**src/rtl/instr_fetch_unit_if.sv**
```systemverilog
// Instruction delivery channel between the fetch stage and the execute stage,
// plus the redirect path the execute stage uses to steer the program counter.
interface instr_fetch_unit_if #(
    parameter int ADDR_W = 5
);
    // ir_valid/ir_ready: ir is transferred on a rising edge where both are high.
    // Once ir_valid rises, ir and ir_pc stay frozen until that edge; the producer
    // may withdraw ir_valid only on a redirect (pc_load) or reset.
    logic [31:0]       ir;
    logic              ir_valid;
    logic [ADDR_W-1:0] ir_pc;
    logic              ir_ready;
    logic              pc_load;
    logic [ADDR_W-1:0] pc_target;

    modport master (
        output ir,
        output ir_valid,
        output ir_pc,
        input  ir_ready,
        input  pc_load,
        input  pc_target
    );

    modport slave (
        input  ir,
        input  ir_valid,
        input  ir_pc,
        output ir_ready,
        output pc_load,
        output pc_target
    );
endinterface

```
**src/rtl/instr_fetch_unit.sv**
```systemverilog
// Fetch stage: internal instruction RAM, program counter sequencing, one
// instruction at a time to execute over valid/ready, PC redirect and HALT stop.
module instr_fetch_unit #(
    parameter int          ADDR_W  = 5,
    parameter logic [4:0]  HALT_OP = 5'b11111
) (
    input  logic                 clk,
    input  logic                 sys_rst,
    input  logic                 start,
    input  logic                 prog_we,
    input  logic [ADDR_W-1:0]    prog_addr,
    input  logic [31:0]          prog_data,
    instr_fetch_unit_if.master   ir_bus,
    output logic                 busy,
    output logic                 halted,
    output logic [1:0]           state_dbg
);

    localparam int DEPTH = 2 ** ADDR_W;

    typedef enum logic [1:0] {
        S_IDLE  = 2'd0,
        S_FETCH = 2'd1,
        S_HOLD  = 2'd2,
        S_HALT  = 2'd3
    } state_t;

    state_t            state;
    logic [ADDR_W-1:0] pc;
    logic [31:0]       ir_q;
    logic              ir_valid_q;
    logic [ADDR_W-1:0] ir_pc_q;
    logic              prog_ok;
    logic              handshake;
    logic              ir_is_halt;

    logic [31:0] mem [DEPTH];

    assign prog_ok    = (state == S_IDLE) || (state == S_HALT);
    assign handshake  = ir_valid_q && ir_bus.ir_ready;
    assign ir_is_halt = (ir_q[31:27] == HALT_OP);

    // Program RAM is not touched by reset, so a program survives sys_rst.
    always_ff @(posedge clk) begin
        if (prog_we && prog_ok) begin
            mem[prog_addr] <= prog_data;
        end
    end

    always_ff @(posedge clk or posedge sys_rst) begin
        if (sys_rst) begin
            state      <= S_IDLE;
            pc         <= '0;
            ir_q       <= '0;
            ir_valid_q <= 1'b0;
            ir_pc_q    <= '0;
            busy       <= 1'b0;
            halted     <= 1'b0;
        end else begin
            case (state)
                S_IDLE, S_HALT: begin
                    if (start) begin
                        pc     <= '0;
                        state  <= S_FETCH;
                        busy   <= 1'b1;
                        halted <= 1'b0;
                    end
                end

                S_FETCH: begin
                    // A redirect here drops the read of the old pc and refetches.
                    if (ir_bus.pc_load) begin
                        pc <= ir_bus.pc_target;
                    end else begin
                        ir_q       <= mem[pc];
                        ir_pc_q    <= pc;
                        ir_valid_q <= 1'b1;
                        pc         <= pc + 1'b1;
                        state      <= S_HOLD;
                    end
                end

                S_HOLD: begin
                    // pc_load outranks the handshake, even when ir is a HALT.
                    if (ir_bus.pc_load) begin
                        pc         <= ir_bus.pc_target;
                        ir_valid_q <= 1'b0;
                        state      <= S_FETCH;
                    end else if (handshake) begin
                        ir_valid_q <= 1'b0;
                        if (ir_is_halt) begin
                            state  <= S_HALT;
                            busy   <= 1'b0;
                            halted <= 1'b1;
                        end else begin
                            state  <= S_FETCH;
                        end
                    end
                end

                default: begin
                    state <= S_IDLE;
                end
            endcase
        end
    end

    assign ir_bus.ir       = ir_q;
    assign ir_bus.ir_valid = ir_valid_q;
    assign ir_bus.ir_pc    = ir_pc_q;
    assign state_dbg       = state;

endmodule

```
**src/flat_wrapper.sv**
```systemverilog
// flat-port wrapper written by rule: the top's interface ports become plain ports
module instr_fetch_unit_flat 
#(
    parameter int          ADDR_W  = 5,
    parameter logic [4:0]  HALT_OP = 5'b11111
)
  (clk, sys_rst, start, prog_we, prog_addr, prog_data, busy, halted, state_dbg, ir_bus_ir, ir_bus_ir_valid, ir_bus_ir_pc, ir_bus_ir_ready, ir_bus_pc_load, ir_bus_pc_target);
  instr_fetch_unit_if #(.ADDR_W(ADDR_W)) ir_bus_i ();
  input  logic clk;
  input  logic sys_rst;
  input  logic start;
  input  logic prog_we;
  input  logic [ADDR_W-1:0] prog_addr;
  input  logic [31:0] prog_data;
  output logic busy;
  output logic halted;
  output logic [1:0] state_dbg;
  output wire logic [$bits(ir_bus_i.ir)-1:0] ir_bus_ir;
  output wire logic [$bits(ir_bus_i.ir_valid)-1:0] ir_bus_ir_valid;
  output wire logic [$bits(ir_bus_i.ir_pc)-1:0] ir_bus_ir_pc;
  input wire logic [$bits(ir_bus_i.ir_ready)-1:0] ir_bus_ir_ready;
  input wire logic [$bits(ir_bus_i.pc_load)-1:0] ir_bus_pc_load;
  input wire logic [$bits(ir_bus_i.pc_target)-1:0] ir_bus_pc_target;
  assign ir_bus_ir = ir_bus_i.ir;
  assign ir_bus_ir_valid = ir_bus_i.ir_valid;
  assign ir_bus_ir_pc = ir_bus_i.ir_pc;
  assign ir_bus_i.ir_ready = ir_bus_ir_ready;
  assign ir_bus_i.pc_load = ir_bus_pc_load;
  assign ir_bus_i.pc_target = ir_bus_pc_target;
  instr_fetch_unit #(.ADDR_W(ADDR_W), .HALT_OP(HALT_OP)) u_core (.clk(clk), .sys_rst(sys_rst), .start(start), .prog_we(prog_we), .prog_addr(prog_addr), .prog_data(prog_data), .ir_bus(ir_bus_i), .busy(busy), .halted(halted), .state_dbg(state_dbg));
endmodule
```
**config.mk**
```make
export PLATFORM = sky130hd
export DESIGN_NAME = instr_fetch_unit_flat
export DESIGN_NICKNAME = d
export VERILOG_FILES = /design/src/rtl/instr_fetch_unit_if.sv /design/src/rtl/instr_fetch_unit.sv /design/src/flat_wrapper.sv
export SDC_FILE = /design/constraint.sdc
export NUM_CORES = 1
export LEC_CHECK = 0
export CORE_MARGIN = 2
export CORE_UTILIZATION = 56
export DETAILED_ROUTE_END_ITERATION = 10
export GPL_TIMING_DRIVEN = 0
export PLACE_DENSITY = 0.73
export SYNTH_ARGS = -nofsm -noshare
export SYNTH_HDL_FRONTEND = slang
export SYNTH_SLANG_ARGS = --single-unit
```
**constraint.sdc**
```tcl
create_clock -name clk -period 4 [get_ports clk]
set_input_delay 0.8 -clock clk [delete_from_list [all_inputs] [get_ports clk]]
set_output_delay 0.8 -clock clk [all_outputs]
set_load 0.01 [all_outputs]
```
==> reports/qor.csv, run 1 <==
metric;value;unit
taps;959;
sh_comb_area;18.3;%
synthTopCellsByCount;1024 x edfxtp_1, 257 x mux2i_1, 191 x a22oi_1;
rsz0062_at_grt;no;
cts_max_path_buffers;3;
sh_seq_area;67.3;%
layout_top_cell;edfxtp_1;
drv_cap;0;
synth_area_leader_cell;edfxtp_1;
grt_pass1_vias;21600;
h-tree-depth;3;
final-nonclk-buf-share;5.01;%
antenna_found_initial;3;
power_density;587;nW/µm²
fp.dieArea;75500;µm²
place_congestion;0.875;
area_growth;15.5;%
rows;99;
slew_headroom;4.39;%
pin_count;90;
crit_path_end;u_core.mem[9][16];
non_clock_buffer_count;243;
buffer_ports.inserted;89;
fillCellCount;4703;
cts_tree;done;
n_antenna_cell;1;
reg2reg_depth;6;
synth_top_area_share;74.8;%
timing.rr.end;u_core.mem[9][16];
nets;2308;
inverters_excl_clock;8;
worstPathArrival;4.10;ns
synthXorXnorAreaFrac;0.0640;%
yosys.area_share.aoi;5.12;%
worst_setup_path_start_kind;flop;
avgSynthCellArea;20.2;µm²
finalSetupViolCount;0;
vias;21700;
placed_cell_area;44200;µm²
synth-edff-count;1024;
ys_seq_share;77.7;%
drtIter0Drc;3152;
final_max_slew_viol_count;0;
cts-hold-fix-buffers;0;
run_status;completed;
drc;0;
clkLatencyLatePin;0.67;ns
hpwl;67.6;mm
postCtsSetupRepairBufs;0;
numCtsBuffers;103;
tightest_slew;1.43;ns
tool_warnings;29;
dp.cells;3110;
comb_cells;829;
seq_area;31900;µm²
critical_path.endpoint_type;flop;
synth-async-reset-ratio;4.39;%
run 1: where the power goes:
group	switching (mW)	internal (mW)	leakage, nW
clock network	4.06	5.35	1.60
registers	0.271	12.6	9.80
logic	3.24	2.29	3.56
run 1: sequential cells by signal, indices dropped and copies added (netlist names):
| name | cells |
|---|---|
| u_core.pc | 5 |
| u_core.halted | 1 |
| u_core.state_dbg | 2 |
| u_core.mem | 1024 |
| u_core.busy | 1 |
| u_core.ir_bus.ir_pc | 5 |
| u_core.ir_bus.ir | 32 |
| u_core.ir_bus.ir_valid | 1 |
run 1: per-layer routing:
layer | part of all wire (%) | GRT usage (%) | up-vias
met2 | 50 | 46.0 | 1345
met1 | 38 | 37.8 | 11300
met3 | 9.2 | 4.71 | 211
li1 | - | - | 8881
met5 | 0.013 | 0 | -
met4 | 3.1 | 9.00 | 2
Run 1, gate families picked out:
Scale: 1.5 px per µm.
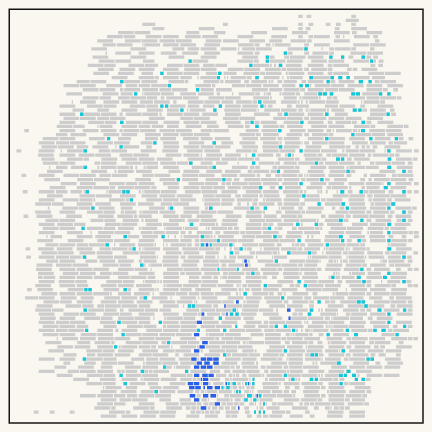
colour	family	cells	most used	where
cyan	aoi and oai cells	241	a22oi_1	widely spread
blue	nor cells	47	nor2_4	bottom middle

Run 1, clock wiring as the flow saved it:
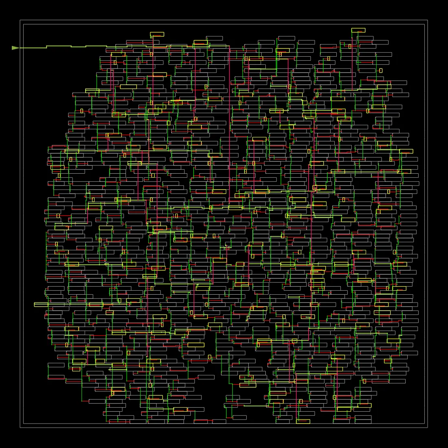
skew final: 0.0289 ns
Clock Power: 9.41 mW
CTS sink cnt: 1071
registers: 1071
clk_buf instances: 134

Run 1, where the registers sit:
Scale: 1.5 px per µm.
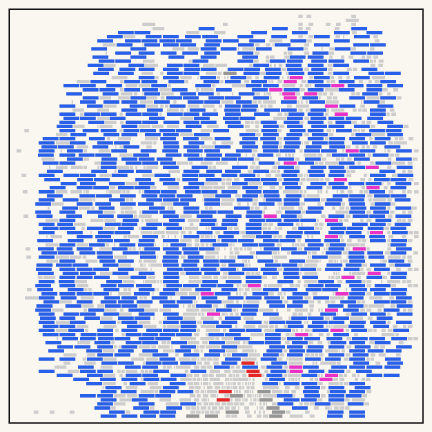
colour	netlist name	placed flops	where
magenta	u_core.ir_bus.ir	32	a vertical strip on the right
blue	u_core.mem	1024	widely spread
red	u_core.pc	5	bottom middle
not coloured	10

Run 1, cell density map:
Scale: 1 px per µm. The die is cut into 27 by 27 equal tiles; dark purple is low, yellow is high, 0 to 100% covered.
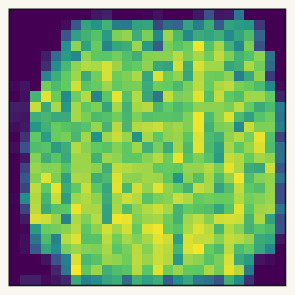

==> run 1 -> run 2 <==
Settings changed: SLEW_MARGIN set to 20.
Run 2, cell density map:
Scale: 1 px per µm. The die is cut into 27 by 27 equal tiles; dark purple is low, yellow is high, 0 to 100% covered.
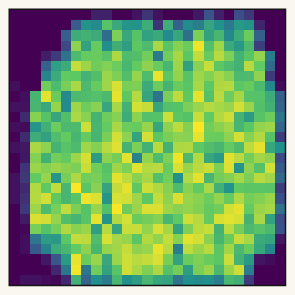
fullest tile	100%
emptiest ninth of the die	top left
tiles over 75% full	46%
nearly empty tiles	11%
mean over tiles	61%

Run 2, where the registers sit:
Scale: 1.5 px per µm.
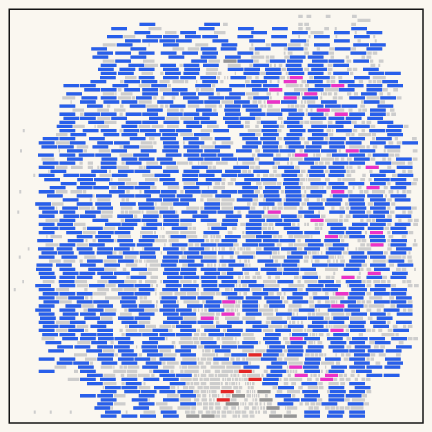
colour	netlist name	placed flops	where
blue	u_core.mem	1024	widely spread
magenta	u_core.ir_bus.ir	32	a vertical strip on the right
red	u_core.pc	5	bottom middle
not coloured	10
flop share of the area: 67.2%
P_seq: 12.9 mW
Layout Utilization: 65.2%
sequential cell area: 31900 µm²

Run 2, port wiring:
Scale: 1.5 px per µm.
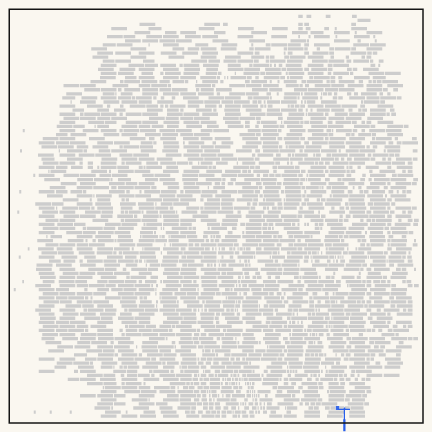
colour	port	direction	edge	end cells	wire
blue	sys_rst	input	bottom	1	18.0 µm

==> run 2 against run 1 <==
  * Non-clock buffer count rose by 6
  * Hold slack lost 0.054 ns
  * Global-route usage is essentially flat
  * Die size stayed put
  * Synthesized area is the same
  * Critical path depth unchanged
  * Critical path type unchanged
==> reports/qor.csv, run 2 <==
metric;value;unit;change
postCtsSetupRepairBufs;0;;unchanged
p_comb_share;19.7;%;was 19.9%
rsz0062_at_grt;no;;unchanged
sh_comb_area;18.2;%;was 18.3%
grt_pass1_vias;21600;;about the same
ys_seq_share;77.7;%;unchanged
final-nonclk-buf-share;4.98;%;was 5.01%
antenna_found_initial;3;;unchanged
non_clock_buffer_count;249;;was 243
tightest_slew;1.08;ns;was 1.43 ns
synthTopCellsByCount;1024 x edfxtp_1, 257 x mux2i_1, 191 x a22oi_1;;unchanged
layout_top_cell;edfxtp_1;;unchanged
placed_cell_area;44300;µm²;was 44200 µm²
fp.dieArea;75500;µm²;unchanged
reg2reg_depth;6;;unchanged
top_usage_layer;met2;;unchanged
fillCellCount;4691;;was 4703
final_max_slew_viol_count;0;;unchanged
rows;99;;unchanged
p_clk;9.54;mW;was 9.41 mW
drtIter0Drc;2847;;was 3152
timing.rr.end;u_core.mem[17][16];;was u_core.mem[9][16]
design_area;47500;µm²;was 47400 µm²
worstPathArrival;3.97;ns;was 4.10 ns
h-tree-depth;3;;unchanged
cts-root-buf;clkbuf_16;;unchanged
flop-count;1071;;unchanged
drc;0;;unchanged
slew_headroom;27.7;%;was 4.39%
ys_cells;2029;;unchanged
ys_types;46;;unchanged
numCtsBuffers;102;;was 103
netlist_instances;2029;;unchanged
met3_usage;4.73;%;was 4.71%
pin_count;90;;unchanged
synthXorXnorAreaFrac;0.0640;%;unchanged
crit_path_end;u_core.mem[17][16];;was u_core.mem[9][16]
hpwl;68.0;mm;was 67.6 mm
route.met2.wl;51.6;mm;was 51.9 mm
nets;2313;;was 2308
cts_tree;done;;unchanged
power_leader;registers;;unchanged
seqPwrFrac;46.2;%;was 46.4%
power_density;589;nW/µm²;was 587 nW/µm²
num-clock-buffers;125;;was 134
tool_warnings;29;;unchanged
place_congestion;0.875;;unchanged
met1_length;38.2;mm;was 39.1 mm
pwr-share-clk;34.1;%;was 33.8%
largest_register_ffs;1024;;unchanged
p_comb;5.51;mW;was 5.53 mW
critical_path.endpoint_type;flop;;unchanged
clkLatencyLatePin;0.67;ns;about the same
clkSinkCount;1071;;unchanged
n_antenna_cell;1;;unchanged
met1_usage;37.8;%;about the same
run_status;completed;;unchanged
cts_max_path_buffers;3;;unchanged
switchingPower;7.63;mW;was 7.57 mW
taps;959;;unchanged
final-comb-area;8660;µm²;unchanged
vias;21600;;was 21700
skew;0.0180;ns;was 0.0289 ns
flop_cell;edfxtp_1;;unchanged
drv_cap;0;;unchanged
fp_util;56.4;%;unchanged
met3_length;10.3;mm;was 9.59 mm
worst_setup_path_start_kind;flop;;unchanged
buffer_ports.inserted;89;;unchanged
synth-async-reset-ratio;4.39;%;unchanged
yosys.area_share.aoi;5.12;%;unchanged
path_cells;inv_1, ha_1, clkbuf_1, nand4b_1, nor2_4, buf_16;;unchanged
intPower;20.3;mW;about the same
max_flop_register;u_core.mem;;unchanged
synth_top_area_share;74.8;%;unchanged
synth_area_leader_cell;edfxtp_1;;unchanged
swShare;27.3;%;was 27.2%
critPathMaxFanout;17;;was 20
grtUsageMet2;45.8;%;was 46.0%
top_layer;met4;;was met5
finalSetupViolCount;0;;unchanged
area_growth;15.6;%;was 15.5%
synth-edff-count;1024;;unchanged
largest_cell_class;flip-flops and latches;;unchanged
inverters_excl_clock;8;;unchanged
cts-hold-fix-buffers;0;;unchanged
avgSynthCellArea;20.2;µm²;unchanged
comb_cells;829;;unchanged
startpoint;u_core.state_dbg[0];;unchanged
==> run 2: cell counts after synthesis <==
No cell type changed its count.
==> run 2: logic make-up after synthesis <==
kind of cell | count (synthesis)
AND-OR/OR-AND | 279
XOR/XNOR | 3
multiplexers | 389
AND/OR/NAND/NOR | 154
flip-flops | 1071
adder cells (fa/ha/maj) | 4
buffers and inverters | 129
==> run 2: metrics by stage <==
stage	power [mW]	TNS [ns]	util (%)	std cells	hold WS [ns]
finish	28.0	0	65.2	3302	0.455
detailed placement	18.6	0	60.9	3116	0.500
floorplan	16.4	0	-	2029	0.515
CTS	28.0	0	65.4	3301	0.433
global placement	18.4	-1092.60	59.3	3077	0.490
global route	28.8	0	65.2	3302	0.460
Power is estimated from default activity; no workload was simulated.
